==> config.mk <==
export PLATFORM = sky130hd
export DESIGN_NAME = fmul_pipe
export DESIGN_NICKNAME = d
export VERILOG_FILES = /design/src/rtl/fpu_pkg.sv /design/src/rtl/mant_mul24.sv /design/src/rtl/fmul_pipe.sv
export SDC_FILE = /design/constraint.sdc
export NUM_CORES = 2
export LEC_CHECK = 0
export CAP_MARGIN = 20
export CORE_ASPECT_RATIO = 0.7
export CORE_MARGIN = 2
export CORE_UTILIZATION = 58
export CTS_CLUSTER_DIAMETER = 80
export CTS_CLUSTER_SIZE = 12
export DETAILED_ROUTE_END_ITERATION = 8
export PLACE_DENSITY_LB_ADDON = 0.25
export SYNTH_ARGS = -nofsm -noshare
export SYNTH_HDL_FRONTEND = slang
export SYNTH_SLANG_ARGS = --single-unit
export TNS_END_PERCENT = 50
==> constraint.sdc <==
create_clock -name clk -period 6.3 [get_ports clk]
set_clock_uncertainty 0.05 [all_clocks]
set_input_delay 1.26 -clock clk [delete_from_list [all_inputs] [get_ports clk]]
set_output_delay 1.26 -clock clk [all_outputs]
set_load 0.01 [all_outputs]
==> src/rtl/fpu_pkg.sv <==
// Shared FP32 definitions for the FPU datapath (fmul_pipe, fdiv).
package fpu_pkg;

    localparam int unsigned EXP_W  = 8;
    localparam int unsigned MANT_W = 23;
    localparam int          BIAS   = 127;

    localparam logic [31:0] FP_QNAN = 32'h7fc0_0000;
    localparam logic [31:0] FP_INF  = 32'h7f80_0000;

    typedef struct packed {
        logic              sign;
        logic [EXP_W-1:0]  exp;
        logic [MANT_W-1:0] mant;
    } fp32_t;

    typedef enum logic [1:0] {
        ZERO,
        NORM,
        INF,
        NAN
    } fp_class_t;

    // Denormals are treated as zero: only the exponent decides ZERO.
    function automatic fp_class_t fp_classify(input fp32_t f);
        fp_class_t c;
        if (f.exp == '0) begin
            c = ZERO;
        end else if (f.exp == '1) begin
            c = (f.mant == '0) ? INF : NAN;
        end else begin
            c = NORM;
        end
        return c;
    endfunction

endpackage

==> src/rtl/mant_mul24.sv <==
// Registered 24x24 -> 48 unsigned mantissa multiplier.
module mant_mul24 (
    input  logic        clk,
    input  logic        rst,
    input  logic [23:0] a,
    input  logic [23:0] b,
    output logic [47:0] p
);

    // Product register; cleared on reset so downstream never sees X.
    always_ff @(posedge clk) begin
        if (rst) begin
            p <= '0;
        end else begin
            p <= 48'(a) * 48'(b);
        end
    end

endmodule

==> src/rtl/fmul_pipe.sv <==
// Three-stage pipelined FP32 multiplier, flush-to-zero, round-to-nearest-even.
module fmul_pipe
    import fpu_pkg::*;
#(
    parameter int LATENCY = 3,
    parameter int FTZ     = 1
) (
    input  logic        clk,
    input  logic        rst,
    input  logic        in_valid,
    input  logic [31:0] x1,
    input  logic [31:0] x2,
    output logic        out_valid,
    output logic [31:0] y
);

    if (LATENCY != 3) begin : g_bad_latency
        $error("fmul_pipe: only LATENCY=3 is supported");
    end
    if (FTZ != 1) begin : g_bad_ftz
        $error("fmul_pipe: only FTZ=1 is supported");
    end

    // ---------------- stage 1: unpack and classify ----------------
    fp32_t            op_a;
    fp32_t            op_b;
    logic signed [9:0] esum_c;

    assign op_a   = x1;
    assign op_b   = x2;
    assign esum_c = $signed({2'b00, op_a.exp}) + $signed({2'b00, op_b.exp})
                  - $signed(10'(BIAS));

    logic              s1_valid;
    logic              s1_sign;
    logic signed [9:0] s1_esum;
    fp_class_t         s1_cls_a;
    fp_class_t         s1_cls_b;
    logic [23:0]       s1_mant_a;
    logic [23:0]       s1_mant_b;

    // Stage 1 register: sign, biased exponent sum, operand classes, mantissas.
    always_ff @(posedge clk) begin
        if (rst) begin
            s1_valid  <= 1'b0;
            s1_sign   <= 1'b0;
            s1_esum   <= '0;
            s1_cls_a  <= ZERO;
            s1_cls_b  <= ZERO;
            s1_mant_a <= '0;
            s1_mant_b <= '0;
        end else begin
            s1_valid  <= in_valid;
            s1_sign   <= op_a.sign ^ op_b.sign;
            s1_esum   <= esum_c;
            s1_cls_a  <= fp_classify(op_a);
            s1_cls_b  <= fp_classify(op_b);
            s1_mant_a <= {1'b1, op_a.mant};
            s1_mant_b <= {1'b1, op_b.mant};
        end
    end

    // ---------------- stage 2: mantissa multiply ----------------
    logic [47:0]       s2_prod;
    logic              s2_valid;
    logic              s2_sign;
    logic signed [9:0] s2_esum;
    fp_class_t         s2_cls_a;
    fp_class_t         s2_cls_b;

    mant_mul24 u_mant_mul (
        .clk (clk),
        .rst (rst),
        .a   (s1_mant_a),
        .b   (s1_mant_b),
        .p   (s2_prod)
    );

    // Stage 2 register: side-band fields travelling next to the product.
    always_ff @(posedge clk) begin
        if (rst) begin
            s2_valid <= 1'b0;
            s2_sign  <= 1'b0;
            s2_esum  <= '0;
            s2_cls_a <= ZERO;
            s2_cls_b <= ZERO;
        end else begin
            s2_valid <= s1_valid;
            s2_sign  <= s1_sign;
            s2_esum  <= s1_esum;
            s2_cls_a <= s1_cls_a;
            s2_cls_b <= s1_cls_b;
        end
    end

    // ---------------- stage 3: normalise, round, pack ----------------
    logic              p47;
    logic [22:0]       mant_n;
    logic              guard;
    logic              sticky;
    logic              round_up;
    logic              carry;
    logic [22:0]       mant_r;
    logic signed [9:0] exp_n;
    logic signed [9:0] exp_f;
    logic              any_nan;
    logic              any_inf;
    logic              any_zero;
    logic [31:0]       y_next;

    // Normalise, round to nearest even, then apply special-case priority.
    always_comb begin
        p47      = s2_prod[47];
        mant_n   = '0;
        guard    = 1'b0;
        sticky   = 1'b0;
        round_up = 1'b0;
        carry    = 1'b0;
        mant_r   = '0;
        exp_n    = '0;
        exp_f    = '0;
        y_next   = '0;

        if (p47) begin
            mant_n = s2_prod[46:24];
            guard  = s2_prod[23];
            sticky = |s2_prod[22:0];
        end else begin
            mant_n = s2_prod[45:23];
            guard  = s2_prod[22];
            sticky = |s2_prod[21:0];
        end
        exp_n = s2_esum + $signed({9'd0, p47});

        round_up        = guard & (sticky | mant_n[0]);
        {carry, mant_r} = {1'b0, mant_n} + {23'd0, round_up};
        exp_f           = exp_n + $signed({9'd0, carry});

        any_nan  = (s2_cls_a == NAN) || (s2_cls_b == NAN)
                || ((s2_cls_a == INF) && (s2_cls_b == ZERO))
                || ((s2_cls_a == ZERO) && (s2_cls_b == INF));
        any_inf  = (s2_cls_a == INF) || (s2_cls_b == INF);
        any_zero = (s2_cls_a == ZERO) || (s2_cls_b == ZERO);

        if (any_nan) begin
            y_next = FP_QNAN;
        end else if (any_inf) begin
            y_next = {s2_sign, FP_INF[30:0]};
        end else if (any_zero) begin
            y_next = {s2_sign, 31'd0};
        end else if (exp_f >= 10'sd255) begin
            y_next = {s2_sign, FP_INF[30:0]};
        end else if (exp_f <= 10'sd0) begin
            y_next = {s2_sign, 31'd0};
        end else begin
            y_next = {s2_sign, exp_f[7:0], mant_r};
        end
    end

    // Output register: result and its valid bit.
    always_ff @(posedge clk) begin
        if (rst) begin
            out_valid <= 1'b0;
            y         <= '0;
        end else begin
            out_valid <= s2_valid;
            y         <= y_next;
        end
    end

endmodule

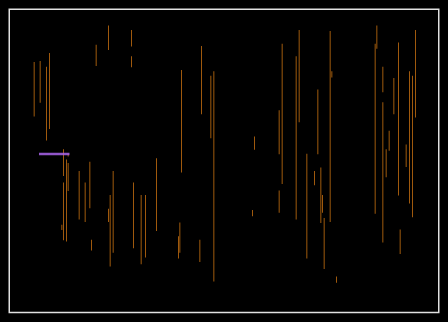
*Signal wires by layer*
Only two layers are drawn.
color	layer	wire length
purple	met5	16.6 um
orange	met4	2130 um

==> results.toml <==
# physical design summary
[power]
power.static_leakage_nw = 14.5
seq_power_share_pct = 15.0
power.internal_mw = 4.73
max-vdd-ir-drop_v = 0.000345
p_total_mw = 8.62
power_density_nw_per_um2 = 281
clkPwrFrac_pct = 12.0

[synth]
top_cell_area_share_pct = 38.2
count_of_flip_flops_with_a_built_in_enable_after_synthesis = 0
synthTopCellsByCount = "578 x sky130_fd_sc_hd__inv_1, 484 x sky130_fd_sc_hd__fa_1, 334 x sky130_fd_sc_hd__nand2_1"
synth.ff_latch_count = 160
floorplan_nets = 3544
async_reset_ff_share_pct = 0
top_count_cell_post_synth = "sky130_fd_sc_hd__inv_1"
netlist.top_cell.by_area = "sky130_fd_sc_hd__fa_1"
synth.comb.largest_family = "adder cells"
synth.yosys.warnings = 0
syn-mean-instance-area_um2 = 9.05
yosys-stat-cells = 2802
synth_cell_type_count = 91
ys_area_um2 = 25400
mux_share_pct = 0.750

[floorplan]
well_tap_count = 594
die-area_um2 = 45400
coreArea_um2 = 43400
initCoreUtil_pct = 58.4
io_pins = 100
die_h_um = 179
die_w_um = 254

[place]
dp.cells = 3579
dp.final_hpwl_um = 55100
post_dp_cell_area_um2 = 28700
finalWeightedCongestion = 0.945
preCtsSetupSlack_ps = -561

[routing]
wire_per_inst_um = 18.9
vias_per_cell = 5.43
wl_um = 69400
postRouteAntennaNets = 0
detailroute.wirelength.met3_um = 6230
routed-via-count = 20000
drc = 0
dr_wl_met2_um = 32600
wl_met1_um = 28500
detailedRoute.firstIterationViolations = 1641

[finish]
final-seq-area_um2 = 3300
non_clock_buffer_area_share_pct = 12.4
stdcell_area_um2 = 30600
inv_count = 578
final_layout_top_logic_cells = "558 x sky130_fd_sc_hd__inv_1, 458 x sky130_fd_sc_hd__fa_1, 325 x sky130_fd_sc_hd__nand2_1, 270 x sky130_fd_sc_hd__and2_1, 219 x sky130_fd_sc_hd__buf_4"
final_core_util_pct = 70.6
comb.multi_input.count = 1928
num-nonclk-buffers = 386
fraction_of_layout_instances_using_a_drive_strength_above_1_pct = 17.2
clockBufferCount = 18
fin_nets = 3813
combGateArea_um2 = 20100
final-clk-cell-share_pct = 1.87
top_area_cell_class = "logic gates"
seq_share_pct = 10.8
num_antenna_cells = 0
instances_no_fill = 3678
combAreaFraction_pct = 65.5
mostFrequentLayoutCell = "sky130_fd_sc_hd__inv_1"

[timing]
final-setup-viol-count = 24
final.hold.worst_slack_ps = 383
final_period_minus_worst_setup_slack_ps = 6590
report.final.hold_viol_count = 0
max_slew_margin_pct = 38.5
setup_total_negative_slack_ps = -3180
final_max_slew_viol_count = 0
postLayoutSetupSlackWorst_ps = -294
rsz0062_at_grt = "true"
fin_crit_sh_pct = 105

[min_path]
holdPathStages = 1
worst_hold_startpoint = "s1_sign"
hold_path_class = "reg -> reg"

[grt]
gr-usage-met2_pct = 52.5
grt_first_pass_wirelength_um = 111000
globalRouteMet3Util_pct = 6.91
grt_antenna_before_repair = 2

[critical_path]
timing.critical_path.mode_cell = "sky130_fd_sc_hd__fa_1"
crit_path_end_kind = "flop"
r2r.worst_path.cells = 23
critPathMaxFanout = 5
cp_max_delay_cell = "sky130_fd_sc_hd__or4_4"
worstSetupStartpointType = "flop"
cp_top_family = "adder cells"
critical_path_required_ps = 6540
cp_num_buf_inv = 6
worstPathCellList = "buf_6 -> and2_4 -> fa_1 -> inv_1 -> fa_1 -> inv_2 -> fa_1 -> fa_1 -> fa_1 -> fa_1 -> inv_1 -> fa_1 -> inv_2 -> ha_4 -> and3_4 -> nand3_2 -> or4_4 -> nor2_4 -> a2111oi_4 -> buf_4 -> o31ai_4 -> xnor2_1 -> nor2_1"

[clock_tree]
worst_skew_pair.late_latency_ps = 450
cts-hold-fix-buffers = 0
clk_transition_reported_paths_ps = 70
cts_made_buffers = 17
clock_tree.htree_level_count = 4
cts_setup_buffers = 63
tritoncts_clock_tree = "yes"
cts_root_buf = "sky130_fd_sc_hd__clkbuf_16"
clockBufferDepth = 2
cts.sinks = 160

[outcome]
failing_checks = "negative setup slack"
outcome = "finished, violations left"
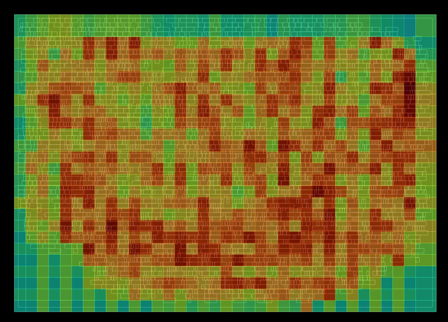
*Routing congestion map*
layer with the highest usage after global routing: met2
fraction of met1 tracks used by global routing: 42.5%
GRT Total Usage: 31.9%

==> state kept, by name (all words and copies together), names as in the netlist, 10 cells and up <==
| name | flops |
|---|---|
| u_mant_mul.p | 48 |
| s2_esum | 10 |
| s1_esum | 10 |
| s1_mant_b | 23 |
| s1_mant_a | 24 |
| y | 32 |
==> power by group through the flow <==
stage / Clock (mW) / Combinational (mW) / Sequential [mW]
after floorplan: 0 / 3.47 / 1.26
after global placement: 0 / 5.10 / 1.31
after detailed placement: 0 / 5.18 / 1.32
after CTS: 1.05 / 5.93 / 1.29
after global routing: 1.08 / 6.95 / 1.31
final: 1.03 / 6.29 / 1.29
==> worst reg2reg max path: cells and delay by family (launching register included) <==
kind            cells  cell delay [ps]
buf+inv             6              530
fa+ha+maj           8             3810
flops               1              410
compound gates      2              300
xor+xnor            1              150
simple gates        6             1180
Power figures rest on the tool's default switching activity, not on a simulated workload.
